[src/rtl/ref_bank_loader_if.sv]
// Valid/ready stream carrying 8-pixel reference words from the external-memory
// fetch path into the Bank loader.
interface ref_bank_loader_if #(
    parameter int W = 64
);
    logic [W-1:0] in_data;
    logic         in_valid;
    logic         in_ready;

    modport master (
        output in_data,
        output in_valid,
        input  in_ready
    );

    modport slave (
        input  in_data,
        input  in_valid,
        output in_ready
    );
endinterface

[src/rtl/ref_bank_loader.sv]
// Fills the ping-pong reference-window Banks row by row from a word stream,
// tracks which Banks hold complete windows and stalls until one is released.
module ref_bank_loader #(
    parameter int PIXEL    = 8,
    parameter int WORD_PIX = 8,
    parameter int DEPTH    = 96,
    parameter int AW       = 7
) (
    input  logic                      clk,
    input  logic                      rst,
    ref_bank_loader_if.slave          up,
    input  logic                      flush,
    input  logic [1:0]                bank_release,
    output logic [PIXEL*WORD_PIX-1:0] ref_in,
    output logic [AW-1:0]             write_address,
    output logic                      wr_en,
    output logic                      Bank_sel,
    output logic [1:0]                bank_full,
    output logic                      bank_done,
    output logic                      done_sel
);

    localparam int DATA_W = PIXEL * WORD_PIX;
    localparam logic [AW-1:0] LAST_ROW = AW'(DEPTH - 1);

    typedef enum logic {
        S_FILL = 1'b0,
        S_WAIT = 1'b1
    } state_t;

    state_t          state, state_nxt;
    logic            wsel, wsel_nxt;
    logic [AW-1:0]   cnt, cnt_nxt;
    logic [1:0]      full, full_nxt;
    logic            accept_p0;
    logic            last_row_p0;

    logic [DATA_W-1:0] data_p1;
    logic [AW-1:0]     addr_p1;
    logic              sel_p1;
    logic              vld_p1;
    logic              done_p1;
    logic              done_sel_p1;

    assign up.in_ready = (state == S_FILL);

    always_comb begin
        accept_p0   = up.in_valid & (state == S_FILL);
        last_row_p0 = accept_p0 && (cnt == LAST_ROW);

        // Releases are applied first so a completion can see the opposite
        // Bank freed in the same cycle; a set on the same Bank wins.
        full_nxt = full & ~bank_release;
        if (last_row_p0) begin
            full_nxt[wsel] = 1'b1;
        end

        wsel_nxt = wsel ^ last_row_p0;

        cnt_nxt = cnt;
        if (accept_p0) begin
            cnt_nxt = last_row_p0 ? '0 : cnt + AW'(1);
        end

        state_nxt = state;
        case (state)
            S_FILL: begin
                if (last_row_p0 && full_nxt[wsel_nxt]) begin
                    state_nxt = S_WAIT;
                end
            end
            S_WAIT: begin
                if (!full_nxt[wsel]) begin
                    state_nxt = S_FILL;
                end
            end
            default: state_nxt = S_FILL;
        endcase
    end

    // Stage p0 -> p1: control state and the registered Bank write port
    always_ff @(posedge clk) begin
        if (rst || flush) begin
            state       <= S_FILL;
            wsel        <= 1'b0;
            cnt         <= '0;
            full        <= 2'b00;
            vld_p1      <= 1'b0;
            data_p1     <= '0;
            addr_p1     <= '0;
            sel_p1      <= 1'b0;
            done_p1     <= 1'b0;
            done_sel_p1 <= 1'b0;
        end else begin
            state   <= state_nxt;
            wsel    <= wsel_nxt;
            cnt     <= cnt_nxt;
            full    <= full_nxt;
            vld_p1  <= accept_p0;
            done_p1 <= last_row_p0;
            if (accept_p0) begin
                data_p1 <= up.in_data;
                addr_p1 <= cnt;
                sel_p1  <= wsel;
            end
            if (last_row_p0) begin
                done_sel_p1 <= wsel;
            end
        end
    end

    assign ref_in        = data_p1;
    assign write_address = addr_p1;
    assign Bank_sel      = sel_p1;
    assign wr_en         = vld_p1;
    assign bank_done     = done_p1;
    assign done_sel      = done_sel_p1;
    assign bank_full     = full;

endmodule
[src/flat_wrapper.sv]
// flat-port wrapper written by rule: the top's interface ports become plain ports
module ref_bank_loader_flat 
#(
    parameter int PIXEL    = 8,
    parameter int WORD_PIX = 8,
    parameter int DEPTH    = 96,
    parameter int AW       = 7
)
  (clk, rst, flush, bank_release, ref_in, write_address, wr_en, Bank_sel, bank_full, bank_done, done_sel, up_in_data, up_in_valid, up_in_ready);
  ref_bank_loader_if up_i ();
  input  logic clk;
  input  logic rst;
  input  logic flush;
  input  logic [1:0] bank_release;
  output logic [PIXEL*WORD_PIX-1:0] ref_in;
  output logic [AW-1:0] write_address;
  output logic wr_en;
  output logic Bank_sel;
  output logic [1:0] bank_full;
  output logic bank_done;
  output logic done_sel;
  input wire logic [$bits(up_i.in_data)-1:0] up_in_data;
  input wire logic [$bits(up_i.in_valid)-1:0] up_in_valid;
  output wire logic [$bits(up_i.in_ready)-1:0] up_in_ready;
  assign up_i.in_data = up_in_data;
  assign up_i.in_valid = up_in_valid;
  assign up_in_ready = up_i.in_ready;
  ref_bank_loader #(.PIXEL(PIXEL), .WORD_PIX(WORD_PIX), .DEPTH(DEPTH), .AW(AW)) u_core (.clk(clk), .rst(rst), .up(up_i), .flush(flush), .bank_release(bank_release), .ref_in(ref_in), .write_address(write_address), .wr_en(wr_en), .Bank_sel(Bank_sel), .bank_full(bank_full), .bank_done(bank_done), .done_sel(done_sel));
endmodule
[config.mk]
export PLATFORM = sky130hd
export DESIGN_NAME = ref_bank_loader_flat
export DESIGN_NICKNAME = d
export VERILOG_FILES = /design/src/rtl/ref_bank_loader_if.sv /design/src/rtl/ref_bank_loader.sv /design/src/flat_wrapper.sv
export SDC_FILE = /design/constraint.sdc
export NUM_CORES = 1
export LEC_CHECK = 0
export CAP_MARGIN = 20
export CORE_UTILIZATION = 43
export CTS_CLUSTER_DIAMETER = 150
export DETAILED_ROUTE_END_ITERATION = 10
export GPL_ROUTABILITY_DRIVEN = 0
export PLACE_DENSITY = 0.84
export SLEW_MARGIN = 25
export SYNTH_ARGS = -nofsm -noshare
export SYNTH_HDL_FRONTEND = slang
export SYNTH_SLANG_ARGS = --single-unit
[constraint.sdc]
create_clock -name clk -period 4 [get_ports clk]
set_input_delay 1 -clock clk [delete_from_list [all_inputs] [get_ports clk]]
set_output_delay 1 -clock clk [all_outputs]
set_load 0.01 [all_outputs]
### Cells coloured by class

Bar = 20 um.
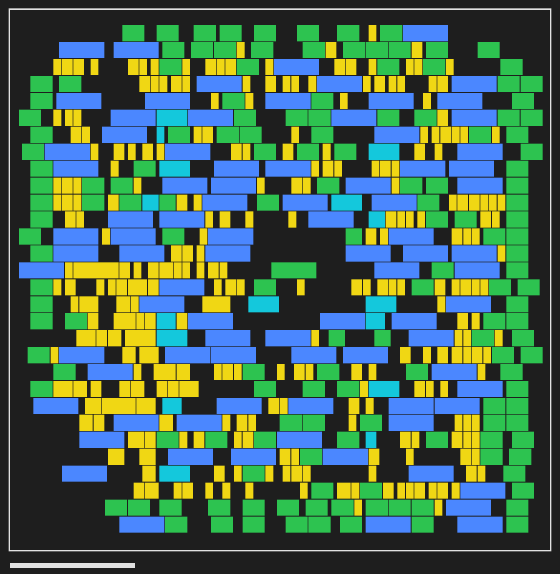
class	colour	cells	share of their area
flip-flops	blue	86	37%
other buffers and delay cells	green	152	33%
all other logic	yellow	270	27%
clock drivers and dummy loads	cyan	16	3.7%
Final Cell Area: 4800 um2
final core area utilization: 69.9%
placeable core region: 6870 um2
num rows: 30

### Drive-strength map

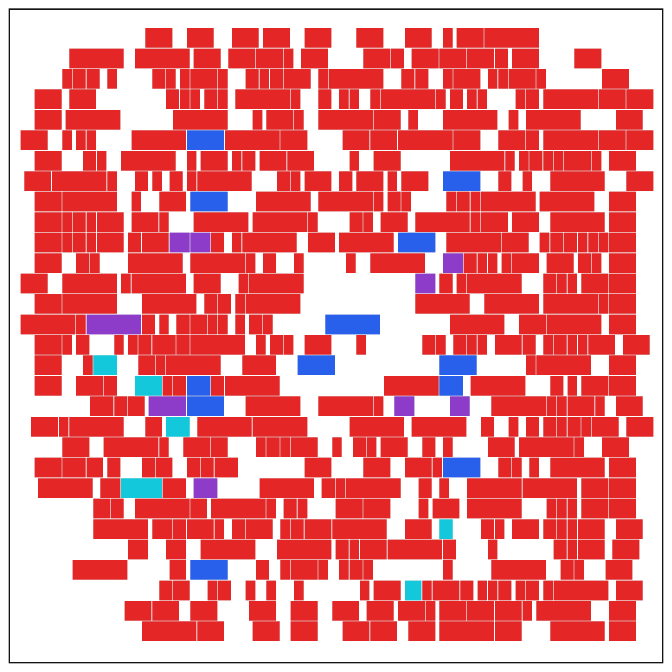
size	colour	cells
drive 6 and up	blue	12
drive 1 or less	red	497
drive 2	cyan	6
drive 3 to 4	purple	9
P&R area growth vs syn: 55.7%
fin worst setup slack: 1.40 ns

==> reports/qor.yml <==
status:
  run_status: "completed"
clock_network:
  clkTransAtPathRegs_ns: 0.08
  htreeDepth: 3
  ctsResizeCount: 0
  tritoncts: "built"
  clk_path_buf_depth: 2
  cts_made_buffers: 9
  cts_sinks: 86
  post_cts.repair.setup_buffers: 0
  hold_bufs_at_cts: 0
  cts_root_buffer: "sky130_fd_sc_hd__clkbuf_8"
  clock_latency_ns: 0.34
yosys:
  avgSynthCellArea_um2: 8.07
  ys_area_um2: 3080
  ys_seq_share_pct: 55.8
  async_reset_ff_share_pct: 0
  edf_count: 0
  synth_simple_gate_area_share_pct: 23.8
  largest_combinational_cell_category_by_area: "simple AND/OR/NAND/NOR gates"
  synthDistinctLibCells: 27
  synth_xor_xnor_area_share_pct: 0
  proportion_of_netlist_area_held_by_the_largest_area_contributor_pct: 55.8
  mux_share_pct: 0
  yosys_adder_share_pct: 0.406
  ys_cells: 382
  postSynthCellCount: 382
  yosys_warnings: 0
  dominantRegCellSynth: "sky130_fd_sc_hd__dfxtp_1"
  ys_top_cells_by_area: "sky130_fd_sc_hd__dfxtp_1 56%, sky130_fd_sc_hd__nand2_1 18%, sky130_fd_sc_hd__a21oi_1 14%, sky130_fd_sc_hd__buf_2 1.5%, sky130_fd_sc_hd__clkbuf_1 1.3%"
  ys_ff: 86
  compound_gate_fraction_of_synth_area_pct: 16.2
  synthesis.area_um2: 3080
global_routing:
  grt_usage_pct: 21.8
  grt_first_pass_wirelength_um: 12700
  use_met3_pct: 5.52
  grt_start_max_net_pins: 53
  number_of_global_route_vias_before_repair: 2791
  grt_most_used_layer: "met2"
  grt_antenna_before_repair: 0
  grtUsageMet2_pct: 36.4
cells_and_area:
  comb_cells: 268
  largest_register_ff_count: 64
  combined_area_of_the_multi_input_logic_cells_um2: 1250
  buffers: 152
  layout.area.seq_um2: 1720
  seqAreaFraction_pct: 35.9
  fillers: 551
  clock_tree_area_fraction_pct: 3.62
  area_dominant_class: "flip-flops and latches"
  post_layout_nonfiller_instances: 620
  most-common-layout-cells: "150 x sky130_fd_sc_hd__nand2_1, 147 x sky130_fd_sc_hd__clkdlybuf4s50_1, 86 x sky130_fd_sc_hd__dfxtp_1"
  non_clock_buffer_area_share_pct: 31.7
  comb-cell-share_pct: 26.1
  clockBufferCount: 10
  inverters_excl_clock: 2
  leading_cell_type_in_the_layout_fill_and_taps_excluded: "sky130_fd_sc_hd__nand2_1"
  antenna_cells_inserted: 0
  final_net_count: 590
floorplan:
  fp-utilization_pct: 44.9
  floorplan.die_area_um2: 7510
  chipWidth_um: 86.7
  tap_cells: 96
  fp.dieH_um: 86.7
  io_pins: 148
detailed_routing:
  dr_wl_met2_um: 3920
  first_iter_violations: 113
  met3_wirelength_um: 575
  viasPerCell: 4.95
  route.antenna.remaining_nets: 0
  route.detailed.wl_per_inst_um: 13.1
  drcViolationCount: 0
  routed.top_layer: "met4"
  count_of_tritonroute_iterations_in_the_first_routing_pass: 4
sta:
  period_needed_ns: 2.60
  fin_tns_setup_ns: 0
  relSlewSlack_pct: 34.3
  finalSetupViolCount: 0
  slew_violations: 0
  post-route-period-util_pct: 65.0
  max_clock_freq_mhz: 385
  hold_ws_ns: 0.456
  fin_worst_skew_ns: 0.0141
  timing.final.hold_violations: 0
place:
  placedInstanceArea_um2: 4630
  place.port_buffers: 147
  pre_cts_ws_ns: 1.04
  post-place-cells: 604
  hpwlAfterDp_um: 5700
worst_setup_path:
  path_depth: 5
  crit_path_cell_trace: "clkdlybuf4s50_1 -> nor2b_4 -> buf_12 -> nand2_1 -> a21oi_1"
  cp-start-kind: "input port"
  worstSetupEndpoint: "u_core.ref_in[55]"
  cp-end-kind: "flop"
  worst_path_largest_cell_delay_ns: 0.70
  worst-setup-path-type: "in2reg"
  cpLargestDelayFamily: "buffers and inverters"
  critPathMaxFanout: 41
  timing.reg2reg.worst_path_depth: 4
  critPathArrivalTime_ns: 2.85
  cp_num_buf_inv: 2
  worstReg2RegStart: "u_core.state"
  crit_path_launch: "up_in_valid"
  crit_slowest_cell: "sky130_fd_sc_hd__nor2b_4"
job:
  tool_warnings: 26
  maxCapViolations: 0
power:
  intPower_mw: 1.22
  combinationalPower_mw: 0.196
  worst_ir_drop_vdd_mv: 0.192
  clock_power_share_pct: 32.9
  pwr.group.sequential_mw: 0.888
  power_leader: "sequential cells"
  p_comb_share_pct: 12.1
  pwr.group.clock_mw: 0.532
  leakagePower_nw: 1.71
  p_seq_share_pct: 55.0
  totalPowerFinal_mw: 1.61
worst_hold_path:
  whs_path_depth: 2
  hold_path_startpoint: "u_core.ref_in[9]"
### Met1 routing

Supply wires on this layer in grey. Cells faint in the background.
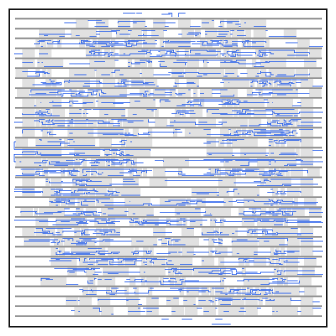
longest straight run	27.6 um
main direction	horizontal
met1 usage in global routing: 26.4%
total via count after detailed routing: 3071
total detailed-routing wirelength: 8100 um

Power figures rest on the tool's default switching activity, not on a simulated workload.
